Figure 1. I/O pins on the die edge.
(12 px per um) Pins as bars across the die edge, other pins in gray.
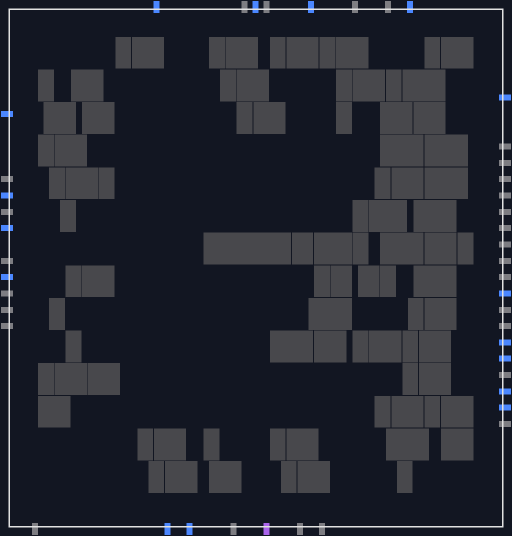
Figure 2. Wires at chosen ports, followed through buffers.
(6 px per um)
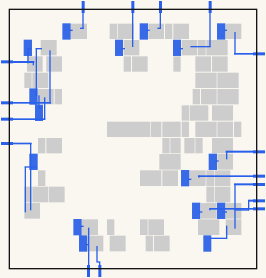
Figure 3. Metal layers overlaid.
(6 px per um) Only two layers are drawn.
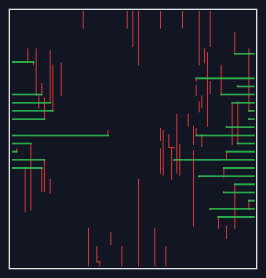
$ cat config.mk
export PLATFORM = sky130hd
export DESIGN_NAME = pipeline_stall_ctrl
export DESIGN_NICKNAME = d
export VERILOG_FILES = /design/src/rtl/pipeline_stall_ctrl.sv
export SDC_FILE = /design/constraint.sdc
export NUM_CORES = 1
export LEC_CHECK = 0
export CORE_AREA = 2 2 39 41
export CTS_CLUSTER_DIAMETER = 60
export DETAILED_ROUTE_END_ITERATION = 8
export DIE_AREA = 0 0 41 43
export GPL_TIMING_DRIVEN = 0
export PLACE_DENSITY = 0.8
export SETUP_SLACK_MARGIN = 0.2
export SYNTH_ARGS = -nofsm -noshare
export SYNTH_HDL_FRONTEND = slang
export SYNTH_SLANG_ARGS = --single-unit
$ cat constraint.sdc
create_clock -name clk -period 3.9 [get_ports clk]
set_clock_uncertainty 0.2 [all_clocks]
set_input_delay 0.585 -clock clk [delete_from_list [all_inputs] [get_ports clk]]
set_output_delay 0.585 -clock clk [all_outputs]
set_load 0.005 [all_outputs]
$ cat src/rtl/pipeline_stall_ctrl.sv
// Pipeline hazard stall/flush controller: RUN/HOLD2 FSM with combinational enables.
// Optional saturating performance counters are enabled by defining PIPE_PERF_CNT_EN.
module pipeline_stall_ctrl (
    input  logic        clk,
    input  logic        rst_n,
    input  logic        stall,
    input  logic        stall_twice,
    input  logic        BranchTK_ID,
    input  logic        ext_hold,
    input  logic        perf_clr,
    output logic        PC_En,
    output logic        IF2ID_En,
    output logic        IF2ID_Flush,
    output logic        ID2EXE_En,
    output logic        ID2EXE_Bubble,
    output logic [15:0] stall_cycles,
    output logic [15:0] flush_count
);

    typedef enum logic {
        RUN   = 1'b0,
        HOLD2 = 1'b1
    } state_t;

    state_t state, state_nxt;

    // NOTE: sequential state uses non-blocking assignments so every flop samples pre-edge values.
    always_ff @(posedge clk) begin
        if (!rst_n) state <= RUN;
        else        state <= state_nxt;
    end

    // NOTE: every output gets a default first so no path through the if-chain infers a latch.
    always_comb begin
        state_nxt     = state;
        PC_En         = 1'b1;
        IF2ID_En      = 1'b1;
        IF2ID_Flush   = 1'b0;
        ID2EXE_En     = 1'b1;
        ID2EXE_Bubble = 1'b0;

        if (!rst_n) begin
            PC_En         = 1'b0;
            IF2ID_En      = 1'b0;
            IF2ID_Flush   = 1'b1;
            ID2EXE_Bubble = 1'b1;
            state_nxt     = RUN;
        end else if (ext_hold) begin
            PC_En     = 1'b0;
            IF2ID_En  = 1'b0;
            ID2EXE_En = 1'b0;
        end else if (state == HOLD2) begin
            PC_En         = 1'b0;
            IF2ID_En      = 1'b0;
            ID2EXE_Bubble = 1'b1;
            state_nxt     = RUN;
        end else if (stall_twice) begin
            PC_En         = 1'b0;
            IF2ID_En      = 1'b0;
            ID2EXE_Bubble = 1'b1;
            state_nxt     = HOLD2;
        end else if (stall) begin
            PC_En         = 1'b0;
            IF2ID_En      = 1'b0;
            ID2EXE_Bubble = 1'b1;
        end else if (BranchTK_ID) begin
            // Flush only when no stall is active: the branch operands are valid this cycle.
            IF2ID_Flush = 1'b1;
        end
    end

`ifdef PIPE_PERF_CNT_EN
    logic [15:0] stall_q;
    logic [15:0] flush_q;

    // A frozen pipeline leaves the counters untouched, including a pending clear.
    always_ff @(posedge clk) begin
        if (!rst_n) begin
            stall_q <= '0;
            flush_q <= '0;
        end else if (!ext_hold) begin
            if (perf_clr) begin
                stall_q <= '0;
                flush_q <= '0;
            end else begin
                if (ID2EXE_Bubble && (stall_q != 16'hFFFF)) stall_q <= stall_q + 16'd1;
                if (IF2ID_Flush && (flush_q != 16'hFFFF))   flush_q <= flush_q + 16'd1;
            end
        end
    end

    assign stall_cycles = stall_q;
    assign flush_count  = flush_q;
`else
    logic unused_perf_clr;
    assign unused_perf_clr = perf_clr;
    assign stall_cycles    = 16'h0000;
    assign flush_count     = 16'h0000;
`endif

endmodule

==> ci_impl_report.md <==
### Metrics collected by this job

| Metric | Value |
|---|---|
| Relative contribution of combinational cells to total power | `0.803` |
| Antenna-violating nets left | `0` |
| Number of multi-input combinational cells in the layout | `between 40 and 50` |
| Number of core rows | `14` |
| Kind of path behind the tightest hold check | `reg2reg` |
| Proportion of netlist area held by the largest area contributor | `0.7500` |
| Sequential fraction of design power | `0.197` |
| Total of fill cells in the finished design | `around 150` |
| Maximum number of pins on one net before global-route repair | `6` |
| Instance count after placement with tap cells included | `between 100 and 150` |
| Result of the run | `finished, final reports clean` |
| Unrepaired setup endpoints after global routing | `no` |
| Clock transition at path regs | `0 ns` |
| Instance count on the critical path | `5` |
| #FFs+latches synth | `1` |
| Pleak | `around 0.36 nW` |
| Area used by multi-input combinational logic | `between 150 and 200 um^2` |
| Fraction of layout cells with a size suffix above 1 | `0.4023` |
| Number of cells on the worst reg-to-reg path | `2` |
| Endpoint kind of the worst setup timing path | `primary output` |
| Number of cells traversed by the worst hold path | `2` |
| Min-Delay Startpoint | `state$_SDFFE_PN0N_` |
| Signal arrival time at the worst endpoint | `roughly 2.4 ns` |
| Largest register FFs | `1` |
| Number of antenna violations at the first check in global routing | `0` |
| Number of global-route vias before repair | `around 190` |
| Net switching power | `between 0.000015 and 0.00002 W` |
| Top Layer Used | `met3` |
| Dominant register cell in the synthesized netlist | `sky130_fd_sc_hd__dfxtp_1` |
| Layout overhead on the synthesized area | `71.59%` |
## Picture notes: Figure 1
port	color	pins	direction	edge
stall	purple	1	input	bottom
flush_count	blue	16	output	6 right, 4 left, 4 top, 2 bottom

## Picture notes: Figure 2
port	color	direction	end cells	wire
flush_count	blue	output	16	151 um
number of buffers added on ports: 10
total I/O pin count: 44

## Picture notes: Figure 3
layer	color	wire length
met3	green	153 um
met2	red	282 um
GRT Overall Usage: 0.05300
total detailed-routing wirelength: 566 um

-- worst min-delay path, stage by stage (launching register included) --
cell,delay (ns)
sky130_fd_sc_hd__dfxtp_1,0.30
sky130_fd_sc_hd__nand2_1,0.06
sky130_fd_sc_hd__a21oi_1,0.05
-- cell usage in the layout (no fill, tap or decap), drive strengths merged --
master / n
nor3: 1
dfxtp: 1
buf: 33
or4: 1
or3b: 1
a21oi: 1
inv: 2
clkdlybuf4s50: 10
o21ai: 2
conb: 32
nor2: 1
nand2: 2
-- cell families after synthesis --
kind of cell | Yosys count | share of synthesized area
buffers and inverters | 35 | 0.7727
other | 1 | 0.01135
DFF | 1 | 0.06061
AOI/OAI and AO/OA | 3 | 0.05679
and+or+nand+nor | 6 | 0.09848
Power figures rest on the tool's default switching activity, not on a simulated workload.
